### src/rtl/alu_pkg.sv
// Shared types and the logic-unit evaluation function for the ALU command issuer.
package alu_pkg;

  localparam int ALU_WIDTH = 16;

  typedef enum logic [1:0] {
    OP_AND  = 2'b00,
    OP_OR   = 2'b01,
    OP_XOR  = 2'b10,
    OP_NAND = 2'b11
  } op_t;

  typedef enum logic [1:0] {
    IDLE  = 2'b00,
    ISSUE = 2'b01,
    WAIT  = 2'b10,
    DONE  = 2'b11
  } state_t;

  function automatic logic [ALU_WIDTH-1:0] alu_eval(input op_t op,
                                                    input logic [ALU_WIDTH-1:0] a,
                                                    input logic [ALU_WIDTH-1:0] b);
    logic [ALU_WIDTH-1:0] x;
    case (op)
      OP_AND:  x = a & b;
      OP_OR:   x = a | b;
      OP_XOR:  x = a ^ b;
      default: x = ~(a & b);
    endcase
    return x;
  endfunction

endpackage

### src/rtl/alu_ref_model.sv
// Combinational reference logic unit: x = op(a, b).
module alu_ref_model
  import alu_pkg::*;
(
  input  logic [1:0]           op,
  input  logic [ALU_WIDTH-1:0] a,
  input  logic [ALU_WIDTH-1:0] b,
  output logic [ALU_WIDTH-1:0] x
);

  assign x = alu_eval(op_t'(op), a, b);

endmodule

### src/rtl/alu_cmd_issuer.sv
// Iterating request initiator for the 2-bit-opcode logic unit.
// Optional response self-check is built when ALU_CHK_EN is defined.
module alu_cmd_issuer
  import alu_pkg::*;
#(
  parameter int WIDTH   = ALU_WIDTH,
  parameter int CNT_W   = 4,
  parameter int TIMEOUT = 8
) (
  input  logic             clk,
  input  logic             reset,
  input  logic             cmd_valid,
  output logic             cmd_ready,
  input  logic [1:0]       cmd_op,
  input  logic             cmd_load,
  input  logic [WIDTH-1:0] cmd_a,
  input  logic [WIDTH-1:0] cmd_b,
  input  logic [CNT_W-1:0] cmd_count,
  output logic             req_valid,
  input  logic             req_ready,
  output logic [1:0]       req_op,
  output logic [WIDTH-1:0] req_a,
  output logic [WIDTH-1:0] req_b,
  input  logic             rsp_valid,
  input  logic [WIDTH-1:0] rsp_x,
  output logic             done,
  output logic [WIDTH-1:0] result,
  output logic             err,
  output logic [1:0]       state_dbg
`ifdef ALU_CHK_EN
  ,
  output logic             chk_mismatch,
  output logic [WIDTH-1:0] chk_bad_x
`endif
);

  localparam int TMO_W = $clog2(TIMEOUT + 1);

  // Valid/ready: a transfer happens in any cycle where valid && ready are both
  // high; once valid rises its payload is held unchanged until that cycle.
  state_t           state, state_n;
  op_t              op_q, op_n;
  logic [WIDTH-1:0] acc, acc_n;
  logic [WIDTH-1:0] b_q, b_n;
  logic [CNT_W-1:0] cnt, cnt_n;
  logic [TMO_W-1:0] tmo, tmo_n;
  logic             err_q, err_n;
  logic             capture;

  always_ff @(posedge clk or posedge reset) begin
    if (reset) begin
      state <= IDLE;
      op_q  <= OP_AND;
      acc   <= '0;
      b_q   <= '0;
      cnt   <= '0;
      tmo   <= '0;
      err_q <= 1'b0;
    end else begin
      state <= state_n;
      op_q  <= op_n;
      acc   <= acc_n;
      b_q   <= b_n;
      cnt   <= cnt_n;
      tmo   <= tmo_n;
      err_q <= err_n;
    end
  end

  always_comb begin
    state_n = state;
    op_n    = op_q;
    acc_n   = acc;
    b_n     = b_q;
    cnt_n   = cnt;
    tmo_n   = tmo;
    err_n   = err_q;
    capture = 1'b0;
    case (state)
      IDLE: begin
        if (cmd_valid) begin
          op_n  = op_t'(cmd_op);
          b_n   = cmd_b;
          cnt_n = cmd_count;
          err_n = 1'b0;
          if (cmd_load) acc_n = cmd_a;
          state_n = (cmd_count == '0) ? DONE : ISSUE;
        end
      end
      ISSUE: begin
        if (req_ready) begin
          tmo_n = '0;
          if (rsp_valid) begin
            // Combinational responder: capture now and skip WAIT.
            capture = 1'b1;
            acc_n   = rsp_x;
            if (cnt != '0) cnt_n = cnt - CNT_W'(1);
            state_n = (cnt <= CNT_W'(1)) ? DONE : ISSUE;
          end else begin
            state_n = WAIT;
          end
        end
      end
      WAIT: begin
        if (rsp_valid) begin
          capture = 1'b1;
          acc_n   = rsp_x;
          if (cnt != '0) cnt_n = cnt - CNT_W'(1);
          state_n = (cnt <= CNT_W'(1)) ? DONE : ISSUE;
        end else if (tmo == TMO_W'(TIMEOUT - 1)) begin
          err_n   = 1'b1;
          state_n = DONE;
        end else begin
          tmo_n = tmo + TMO_W'(1);
        end
      end
      default: state_n = IDLE;
    endcase
  end

  assign cmd_ready = (state == IDLE);
  assign req_valid = (state == ISSUE);
  assign req_op    = op_q;
  assign req_a     = acc;
  assign req_b     = b_q;
  assign done      = (state == DONE);
  assign result    = acc;
  assign err       = err_q;
  assign state_dbg = state;

`ifdef ALU_CHK_EN
  logic [WIDTH-1:0] ref_x;

  alu_ref_model u_ref (
    .op (req_op),
    .a  (req_a),
    .b  (req_b),
    .x  (ref_x)
  );

  // Sticky flag; only the first disagreeing response value is kept.
  always_ff @(posedge clk or posedge reset) begin
    if (reset) begin
      chk_mismatch <= 1'b0;
      chk_bad_x    <= '0;
    end else if (capture && (rsp_x != ref_x)) begin
      chk_mismatch <= 1'b1;
      if (!chk_mismatch) chk_bad_x <= rsp_x;
    end
  end
`else
  logic unused_capture;
  assign unused_capture = capture;
`endif

endmodule
### config.mk
export PLATFORM = sky130hd
export DESIGN_NAME = alu_cmd_issuer
export DESIGN_NICKNAME = d
export VERILOG_FILES = /design/src/rtl/alu_pkg.sv /design/src/rtl/alu_ref_model.sv /design/src/rtl/alu_cmd_issuer.sv
export SDC_FILE = /design/constraint.sdc
export NUM_CORES = 1
export LEC_CHECK = 0
export CORE_MARGIN = 5
export CORE_UTILIZATION = 38
export CTS_BUF_LIST = sky130_fd_sc_hd__clkbuf_2
export CTS_CLUSTER_DIAMETER = 30
export CTS_CLUSTER_SIZE = 24
export DETAILED_ROUTE_END_ITERATION = 8
export MAX_ROUTING_LAYER = met4
export PLACE_DENSITY = 0.91
export SYNTH_ARGS = -nofsm -noshare
export SYNTH_HDL_FRONTEND = slang
export SYNTH_SLANG_ARGS = --single-unit
### constraint.sdc
create_clock -name clk -period 1.8 [get_ports clk]
set_input_delay 0.45 -clock clk [delete_from_list [all_inputs] [get_ports clk]]
set_output_delay 0.45 -clock clk [all_outputs]
set_load 0.005 [all_outputs]
Run 1, metal 1:
Supply wires on this layer in grey.
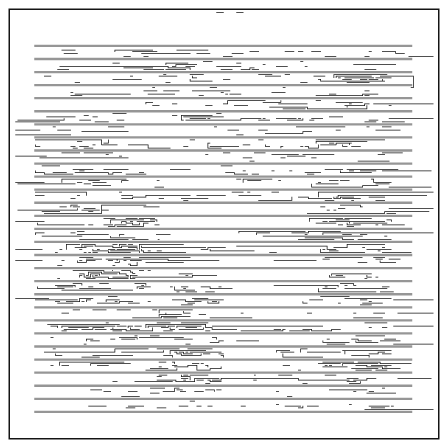
main direction: horizontal
longest straight run: 23.9 um
nets with wire on the layer: 349
wire length on this layer: 2,720 um

Run 1, M2 wires:
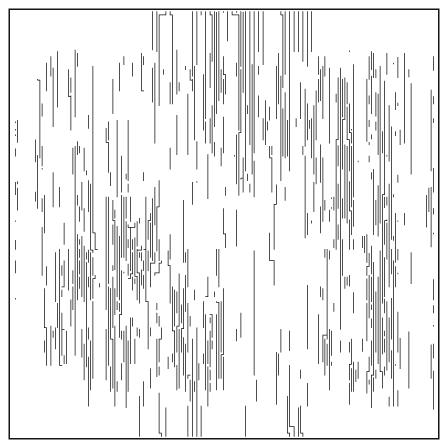
main direction: vertical
wire length on this layer: 3,820 um
nets with wire on the layer: 387
longest straight run: 54.4 um
final WL: 7260 um
global routing usage on met2: 32.3%

Run 1, signal wires on met3:
Scale bar: 20 um.
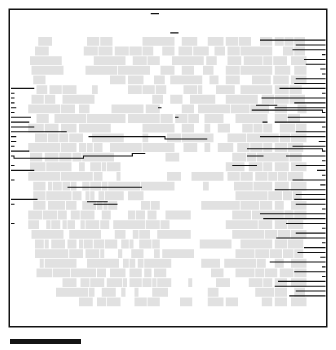
main direction: horizontal
share of all routed wire: 8.9%
DR vias: 2,113
met3 GRT Util: 4.42%

-- run 1: through the flow --
step | instance area (um^2) | hold slack [ps]
floorplan | 2420 | 469
global placement | 3690 | 489
detailed placement | 3690 | 493
CTS | 4080 | 344
global route | 4260 | 329
finish | 4260 | 379
-- run 1: power breakdown --
group / switching, mW / total (mW) / internal, mW
Combinational: 1.73 / 4.76 / 3.02
Clock: 0.319 / 0.691 / 0.372
Sequential: 0.332 / 1.83 / 1.49
Total: 2.38 / 7.27 / 4.89
-- run 1: flip-flops by register name (all words and copies together) (netlist names) --
register   flops
state_dbg      2
req_op         2
cnt            4
req_a         16
tmo            4
err            1
req_b         16
-- run 1: worst max-delay path, delay by kind of cell, from the launching register on --
family,cells,cell delay [ps]
simple gates,2,190
flops,1,450
buf+inv,3,410
fa+ha+maj,1,170
mux,1,320
compound gates,1,230
==> results.txt, run 1 <==
flow finished, numbers: Met2 Wirelength=3820 um, Commonest flop=dfrtp_1, Reg2Reg Capture Point=req_a[14]$_DFFE_PP0P_, final worst slack=-77.9 ps, Critical Path Start=state_dbg[1]$_DFFE_PP0P_, Worst slew margin=81.5%, clock transition at the registers of the reported paths=230 ps, most frequent cell after synthesis=mux2_2, status=finished with violations, HP Class=input port to asynchronous set/reset pin, Metal-1 WL=2720 um, number of top-level pins=116, # Cells Yosys=190, Clock Sinks=45, grt ovf=0, arrival time worst endpoint=2160 ps, GPL Wtd Cong=0.825, worst path cell trace=inv_2 -> buf_6 -> ha_4 -> nand2b_4 -> nand3b_4 -> a221oi_4 -> buf_6 -> mux2_4, failing checks=setup timing, sequential area share after synthesis=47.4%, Post-synth EDFFs=0, initial antenna violation count=0, number of setup violations in the final report=20, comb_multi_in=114, ANT cells=0
==> run 2: changes to the inputs <==
--- a/config.mk
+++ b/config.mk
@@ -5,14 +5,15 @@
 export SDC_FILE = /design/constraint.sdc
 export NUM_CORES = 1
 export LEC_CHECK = 0
+export CAP_MARGIN = 10
 export CORE_MARGIN = 5
-export CORE_UTILIZATION = 38
+export CORE_UTILIZATION = 45
 export CTS_BUF_LIST = sky130_fd_sc_hd__clkbuf_2
 export CTS_CLUSTER_DIAMETER = 30
 export CTS_CLUSTER_SIZE = 24
 export DETAILED_ROUTE_END_ITERATION = 8
 export MAX_ROUTING_LAYER = met4
-export PLACE_DENSITY = 0.91
+export PLACE_DENSITY = 0.95
 export SYNTH_ARGS = -nofsm -noshare
 export SYNTH_HDL_FRONTEND = slang
 export SYNTH_SLANG_ARGS = --single-unit
==> constraint.sdc (replaced) <==
create_clock -name clk -period 2.2 [get_ports clk]
set_input_delay 0.55 -clock clk [delete_from_list [all_inputs] [get_ports clk]]
set_output_delay 0.55 -clock clk [all_outputs]
set_load 0.005 [all_outputs]
==> run 2 against run 1 <==
  * The run now ends clean
  * Non-clock buffer count down 42
  * Critical path depth down 5
  * Highest routed layer unchanged
  * Largest cell class unchanged
  * Core utilization up 0.15 points
  * Sequential power down 17%
==> results.txt, run 2 <==
flow finished, numbers: status=completed, initial antenna violation count=0, sequential area share after synthesis=47.4%, # port buffers=115, ANT cells=0, Tool Warnings=30, Worst slew margin=67.8%, CP top delay family=flip-flops, Yosys Chip Area=0.00238 mm^2, switch share=33.0%, clock power share=6.9%, number of setup violations in the final report=0, global routing usage on met2=33.2%, Critical Path Start=state_dbg[0]$_DFFE_PP0P_, Power Total=4.90 mW, final WL=6220 um, Post-synth EDFFs=0, Slew @ Worst Pin=476 ps, final worst slack=158 ps, worst path bufs/invs=2, Met2 Wirelength=3100 um, worst path cell trace=buf_4 -> ha_2 -> dlygate4sd2_1, arrival time worst endpoint=1490 ps, grt ovf=0, clock transition at the registers of the reported paths=210 ps, slowest CP cell=dfrtp_1, Clock Sinks=45, RSZ-0062 raised after global routing=no, comb_multi_in=114, GPL Wtd Cong=0.892, number of top-level pins=116, Combinational Power Share=62.3%, P_int=3.28 mW, P_sw=1.62 mW, most frequent cell after synthesis=mux2_2, DR vias=1,900, group drawing the most power=combinational logic, Metal-1 WL=2360 um, HP Class=input port to asynchronous set/reset pin, combinational gate power=3.05 mW, Clk. pwr=0.337 mW, # Cells Yosys=190, sequential power=1.51 mW, Top area cell types=dfrtp_1 (47%), mux2_2 (24%), buf_4 (5.1%), ha_1 (3.7%), inv_1 (1.4%)
run 2: per-stage QoR:
| step | setup TNS [ps] | instances | cell area, um^2 | hold WS [ps] |
|---|---|---|---|---|
| floorplan | 0 | 190 | 2380 | 469 |
| global placement | 0 | 363 | 3560 | 486 |
| detailed placement | -259 | 363 | 3560 | 491 |
| CTS | 0 | 374 | 3640 | 402 |
| global route | 0 | 374 | 3640 | 414 |
| finish | 0 | 374 | 3640 | 411 |
run 2: how the worst max path moves through the flow:
stage                             to  slack, ps  cells after the start
3_3_place_gp   req_a[11]$_DFFE_PP0P_         20                      6
3_5_place_dp   req_a[11]$_DFFE_PP0P_        -20                      6
4_1_cts                         done        150                      3
6_report                        done        160                      3
2_1_floorplan   req_a[0]$_DFFE_PP0P_        200                      6
5_1_grt                         done         50                      3
Run 2, signal wires on met3:
Scale bar: 20 um.
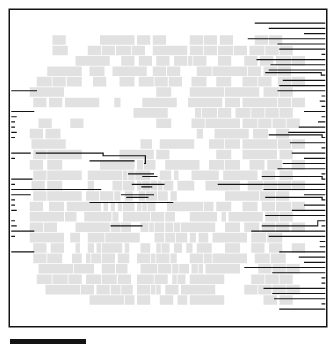
longest straight run: 27.8 um
main direction: horizontal
wire length on this layer: 728 um

Run 2, clock nets:
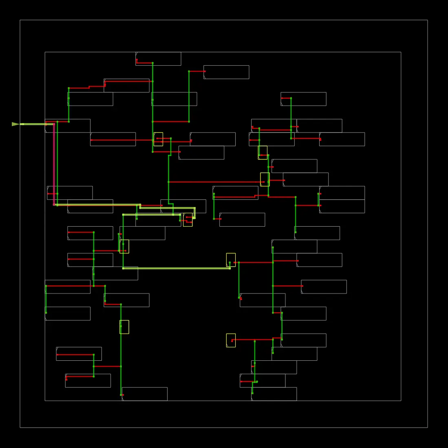
flop count: 45
Late-Pin Clk Latency: 410 ps
CTS Buf Count: 5

Run 2, gate-type map:
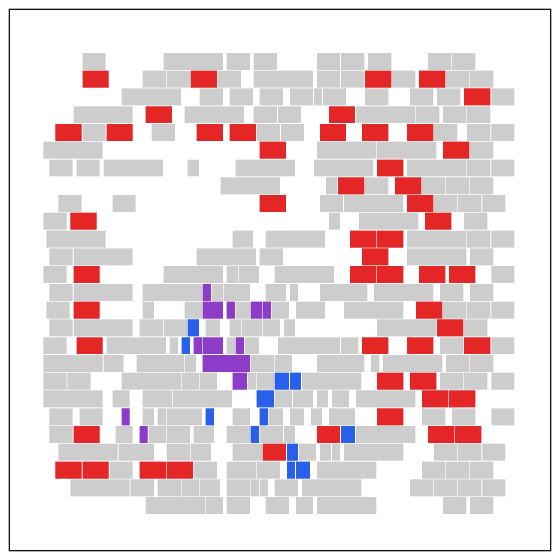
legend:
  purple:
    family: NAND gates
    cells: 12
    most_used: nand2_1
  blue:
    family: NOR gates
    cells: 12
    most_used: nor2_1
    where: bottom centre
  red:
    family: multiplexers
    cells: 52
    most_used: mux2_2
non-filler cells, final: 374
Comb area share: 29.5%
most numerous logic cell after layout: clkdlybuf4s50_1

Power and IR drop assume default switching activity.
